**Cell density map**

(4 px per um) The die is cut into 7 by 7 equal tiles; white is low, dark blue is high, 0 to 100% covered.
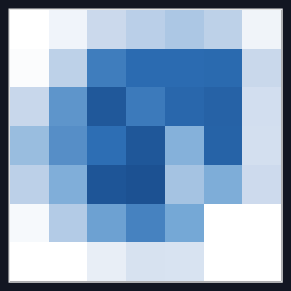
**Routing congestion map**

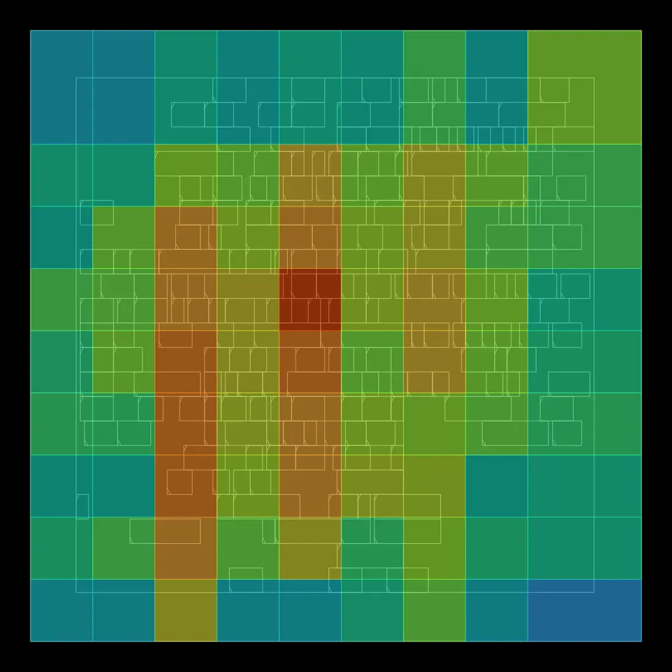
**Clock distribution**

(8 px per um)
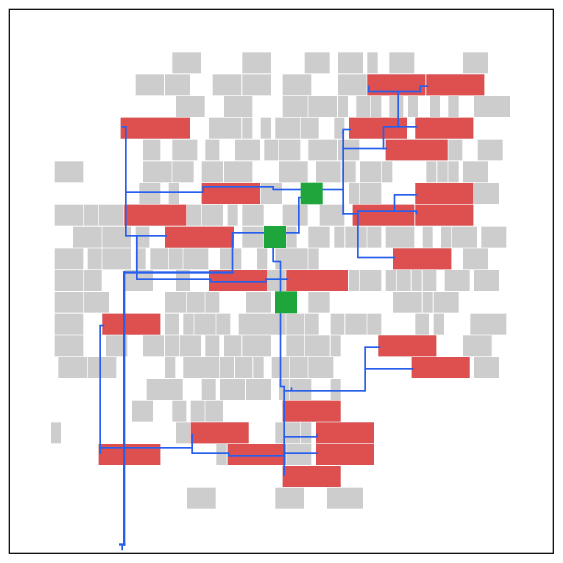
`config.mk`:
```
export PLATFORM = sky130hd
export DESIGN_NAME = status_reg
export DESIGN_NICKNAME = d
export VERILOG_FILES = /design/src/rtl/status_reg.sv
export SDC_FILE = /design/constraint.sdc
export NUM_CORES = 1
export LEC_CHECK = 0
export CORE_MARGIN = 5
export CORE_UTILIZATION = 36
export CTS_BUF_LIST = sky130_fd_sc_hd__clkbuf_2 sky130_fd_sc_hd__clkbuf_4 sky130_fd_sc_hd__clkbuf_8
export CTS_CLUSTER_SIZE = 12
export DETAILED_ROUTE_END_ITERATION = 6
export PLACE_DENSITY = 0.78
export SYNTH_ARGS = -nofsm -noshare
export SYNTH_HDL_FRONTEND = slang
export SYNTH_SLANG_ARGS = --single-unit
```
`constraint.sdc`:
```
create_clock -name clk -period 1.7 [get_ports clk]
set_clock_uncertainty 0.15 [all_clocks]
set_input_delay 0.34 -clock clk [delete_from_list [all_inputs] [get_ports clk]]
set_output_delay 0.34 -clock clk [all_outputs]
set_load 0.01 [all_outputs]
```
`src/rtl/status_reg.sv`:
```
// -----------------------------------------------------------------------------
// status_reg : processor status (P) register
//
// Consumes ALU results and flags, executes flag set/clear operations, supplies
// the byte pushed for PHP/BRK and IRQ/NMI entry, and runs a PLP pull-status
// read handshake with a bounded wait on the stack memory port.
//
// P layout: [7]N [6]V [5]1 [4]B(1) [3]D [2]I [1]Z [0]C
//
// Ports:
//   clk, rst            clock, synchronous active-high reset
//   alu_Y, alu_flags    ALU result byte / flag byte (V = bit 6, C = bit 0)
//   alu_upd, alu_mask   capture enable and per-flag mask (bits 7,6,1,0)
//   flag_op_en, flag_op flag set/clear operation (CLC..CLV, 111 = no-op)
//   php_req, irq_entry  push-byte requests (PHP/BRK, IRQ/NMI)
//   plp_req             start pull-status read
//   mem_rd_ack/_data    read completion and pulled byte
//   mem_rd_req          read request, held while waiting
//   push_valid/_data    one-cycle push strobe and byte
//   plp_err             one-cycle timeout strobe
//   busy                PLP read in progress
//   p_reg               current P
//   alu_carry/alu_BCD/irq_mask  direct views of P bits 0/3/2
//
// Build option: define STATUS_CMOS_DCLR_EN to make interrupt entry also clear
// D (65C02 behaviour); otherwise D is left unchanged (NMOS behaviour).
// -----------------------------------------------------------------------------
module status_reg #(
  parameter logic [7:0] RESET_P     = 8'h34,
  parameter int         PLP_TIMEOUT = 15
) (
  input  logic       clk,
  input  logic       rst,
  input  logic [7:0] alu_Y,
  input  logic [7:0] alu_flags,
  input  logic       alu_upd,
  input  logic [7:0] alu_mask,
  input  logic       flag_op_en,
  input  logic [2:0] flag_op,
  input  logic       php_req,
  input  logic       irq_entry,
  input  logic       plp_req,
  input  logic       mem_rd_ack,
  input  logic [7:0] mem_rd_data,
  output logic       mem_rd_req,
  output logic       push_valid,
  output logic [7:0] push_data,
  output logic       plp_err,
  output logic       busy,
  output logic [7:0] p_reg,
  output logic       alu_carry,
  output logic       alu_BCD,
  output logic       irq_mask
);

  // Last counter value before the read is abandoned.
  localparam logic [7:0] TMO_LAST = 8'(PLP_TIMEOUT - 1);

  typedef enum logic {
    ST_IDLE = 1'b0,
    ST_WAIT = 1'b1
  } state_t;

  state_t     state_reg, state_next;
  logic [7:0] cnt_reg, cnt_next;
  logic [7:0] p_next;
  logic       mem_rd_req_next;
  logic       busy_next;
  logic       push_valid_next;
  logic [7:0] push_data_next;
  logic       plp_err_next;

  // Input bits that carry no meaning for this block.
  logic unused_bits;
  assign unused_bits = ^{alu_flags[7], alu_flags[5:1], alu_mask[5:2], mem_rd_data[5:4]};

  always_comb begin
    state_next      = state_reg;
    cnt_next        = cnt_reg;
    p_next          = p_reg;
    mem_rd_req_next = 1'b0;
    busy_next       = 1'b0;
    push_valid_next = 1'b0;
    push_data_next  = push_data;
    plp_err_next    = 1'b0;

    case (state_reg)
      ST_IDLE: begin
        // ALU capture first so that a flag_op on the same bit overrides it.
        if (alu_upd) begin
          if (alu_mask[7]) p_next[7] = alu_Y[7];
          if (alu_mask[6]) p_next[6] = alu_flags[6];
          if (alu_mask[1]) p_next[1] = (alu_Y == 8'h00);
          if (alu_mask[0]) p_next[0] = alu_flags[0];
        end

        if (flag_op_en) begin
          case (flag_op)
            3'b000:  p_next[0] = 1'b0;  // CLC
            3'b001:  p_next[0] = 1'b1;  // SEC
            3'b010:  p_next[2] = 1'b0;  // CLI
            3'b011:  p_next[2] = 1'b1;  // SEI
            3'b100:  p_next[3] = 1'b0;  // CLD
            3'b101:  p_next[3] = 1'b1;  // SED
            3'b110:  p_next[6] = 1'b0;  // CLV
            default: ;                  // no-op
          endcase
        end

        // Push bytes are built from the pre-edge P; interrupt entry takes
        // priority over PHP and its I=1 overrides any CLI in the same cycle.
        if (irq_entry) begin
          push_valid_next = 1'b1;
          push_data_next  = (p_reg | 8'h20) & 8'hEF;
          p_next[2]       = 1'b1;
`ifdef STATUS_CMOS_DCLR_EN
          p_next[3]       = 1'b0;
`endif
        end else if (php_req) begin
          push_valid_next = 1'b1;
          push_data_next  = p_reg | 8'h30;
        end

        if (plp_req) begin
          state_next      = ST_WAIT;
          cnt_next        = 8'd0;
          mem_rd_req_next = 1'b1;
          busy_next       = 1'b1;
        end
      end

      ST_WAIT: begin
        // An ack on the expiry cycle still completes the load.
        if (mem_rd_ack) begin
          p_next     = {mem_rd_data[7:6], 2'b11, mem_rd_data[3:0]};
          state_next = ST_IDLE;
        end else if (cnt_reg == TMO_LAST) begin
          plp_err_next = 1'b1;
          state_next   = ST_IDLE;
        end else begin
          cnt_next        = cnt_reg + 8'd1;
          mem_rd_req_next = 1'b1;
          busy_next       = 1'b1;
        end
      end

      default: state_next = ST_IDLE;
    endcase

    // Bits 5 and 4 are hard-wired to 1.
    p_next[5:4] = 2'b11;
  end

  always_ff @(posedge clk) begin
    if (rst) begin
      state_reg  <= ST_IDLE;
      cnt_reg    <= 8'd0;
      p_reg      <= RESET_P | 8'h30;
      mem_rd_req <= 1'b0;
      busy       <= 1'b0;
      push_valid <= 1'b0;
      push_data  <= 8'h00;
      plp_err    <= 1'b0;
    end else begin
      state_reg  <= state_next;
      cnt_reg    <= cnt_next;
      p_reg      <= p_next;
      mem_rd_req <= mem_rd_req_next;
      busy       <= busy_next;
      push_valid <= push_valid_next;
      push_data  <= push_data_next;
      plp_err    <= plp_err_next;
    end
  end

  assign alu_carry = p_reg[0];
  assign alu_BCD   = p_reg[3];
  assign irq_mask  = p_reg[2];

endmodule

```
==> run notes <==
Reports from this run.

- The flow ran to the end, and the final reports show no timing, DRC or antenna violations.
- The highest achievable clock rate reads 632 MHz.
- The HPWL after detailed placement reads about 2500 um.
- The overall power of the completed layout reads 1.20 mW.
- The met3 track utilization from global routing reads 0.0197.
- The CTS clock-pin slew for the worst setup and hold paths reads 0.15 ns.
- The routing layer with the top usage in global route reads met2.
- The leading cell type by number of instances after synthesis is dfxtp_1.
- The number of top-level pins reads 66.
- The count of flip-flops with a built-in enable after synthesis is 0.
- After floorplanning, the core was divided into 21 placement rows.
- The worst reg-to-reg setup slack is between 0.1 and 0.15 ns.
- After synthesis, the netlist uses 38 different library cells.
- The final max-slew violation count reads 0.
- For met2 alone, demand over resource in global routing was 0.239.
- The count of cells along the worst register-to-register path is 5.
- The analysis attributes to net switching a power of 0.332 mW.
- For this run, the slowest stage of the critical path takes 0.43 ns.
- The total cell area at the placement stage reads approximately 1800 um^2.
- The synthesis-stage register bit count reads 25.
- The post-synthesis share of cell area spent on and, or, nand and nor gates is 0.243.
- The setup slack after placement is -0.164 ns.
- 107 cells are multi-input combinational gates.
- The die span in y is 67.8 um.
- The setup fix buffers added after clock tree synthesis reads 0.
- The TritonCTS clock tree is built.
- The number of non-clock buffers in the layout is 65.
- The largest fanout of any net on the critical path reads 7.
- The proportion of final cell area spent on non-clock buffers reads 0.324.
- In the synthesized netlist the async set-or-reset flop fraction comes to 0.
- The number of logged tool warnings reads 39.
- The area of the die reads 4600 um^2.
- In this run, post-CTS hold repair placed 0 buffers.
- The final worst hold slack reads 0.309 ns.
- The largest combinational cell category by area reads simple AND/OR/NAND/NOR gates.
- The logic share of the area reads 0.345.
- The number of nets in the final layout is approximately 250.
- CTS built an H-tree with a depth of 1.
- The kind of cell with the highest combined delay along the critical path is simple AND/OR/NAND/NOR gates.
- The via count of the first global-routing pass reads 1132.
- The largest voltage drop on the vdd net is 0.000308 V.
- The number of logic stages on the critical path including buffering is 5.
- Summed over all layers, the routed wires come to 3210 um.
- The compound-cell area share of the yosys netlist reads 0.205.
- STA classifies the critical path endpoint as a flip-flop.
- The fraction of the yosys area taken by sequential cells reads 0.416.
- After synthesis, the mean cell area works out to 8.42 um^2.
- In the synthesis report, Yosys lists the chip area as 1200 um^2.
- The total clock sinks is 25.
- The final sequential cell count reads 25.
- The most area-hungry cell type in the Yosys netlist reads dfxtp_1.
- The pin count of the biggest net entering global routing is 16.
- Of the cells placed in the final design, the portion with a size suffix greater than 1 is 0.147.
- The placed instance count reads 246.
- The first-pass detailed-route iteration total reads 4.
- The clock network power reads around 0.27 mW.
- The total via count in the routed design is 1226.
- The total routing resource utilization after global routing reads 0.142.
- STA shows the worst min-delay path finishing at push_data[2].
- For this run, the leading register cell type out of synthesis is dfxtp_1.
- The top cell types in the final layout, fill and taps aside, are clkdlybuf4s50_1, nand2_1, dfxtp_1, dlygate4sd2_1, a21oi_1.
- The finished layout holds 250 standard cells, fillers aside.
- The area fraction of the largest cell type after synthesis is 0.416.
- The share of total power dissipated in the clock network is 0.225.
- The startpoint-to-endpoint class of the critical path reads flip-flop to flip-flop.
- The storage element area reads 514 um^2.
- Measured on the final layout, the clock distribution area share stands at 0.0162.
- The cell area that synthesis handed to floorplanning was 1200 um^2.
- The number of antenna cells inserted is 0.
- The number of port buffers reads 51.
- The DRC marker count from the first detailed-route iteration reads 44.
- The sequential share of cell area is 0.278.
- For reference, the critical path cell chain is or3_1, o21ai_4, buf_4, o21ai_0, a21oi_1.
- The instance count of the mapped netlist reads 143.
- Sorting the synthesized cells by area gives the leading types as dfxtp_1, a21oi_1, nand2_1.
- The data arrival time at the worst-slack endpoint reads around 1.7 ns.
- The layout inverter count without the clock tree reads 3.
- The fraction of power spent switching nets reads 0.276.
- Setup repair after global routing left no endpoint under its margin.
- The synth_stat.txt file lists the number of cells as 143.
- The warning tally printed by Yosys for this design is 0.
- The cell at the root of the clock tree reads clkbuf_4.
Notes on 'cell density map' above:
The densest ninth of the die: middle. 22% of the tiles are over 75% full. The emptiest ninth of the die: bottom right. The fullest tile reaches 87%.
Core Area: 3280 um^2
final cell utilization of the core: 0.564
Core Density at Floorplan: 0.366

Notes on 'routing congestion map' above:
post-detailed-route wirelength per cell: 12.8 um
M1 GR Usage: 0.185

Notes on 'clock distribution' above:
Blue stands for clock wires, length 305 um. Red stands for flip-flops, count 25. Green stands for clock drivers, count 3.
There are 4 routed clock nets.

Power figures rest on the tool's default switching activity, not on a simulated workload.
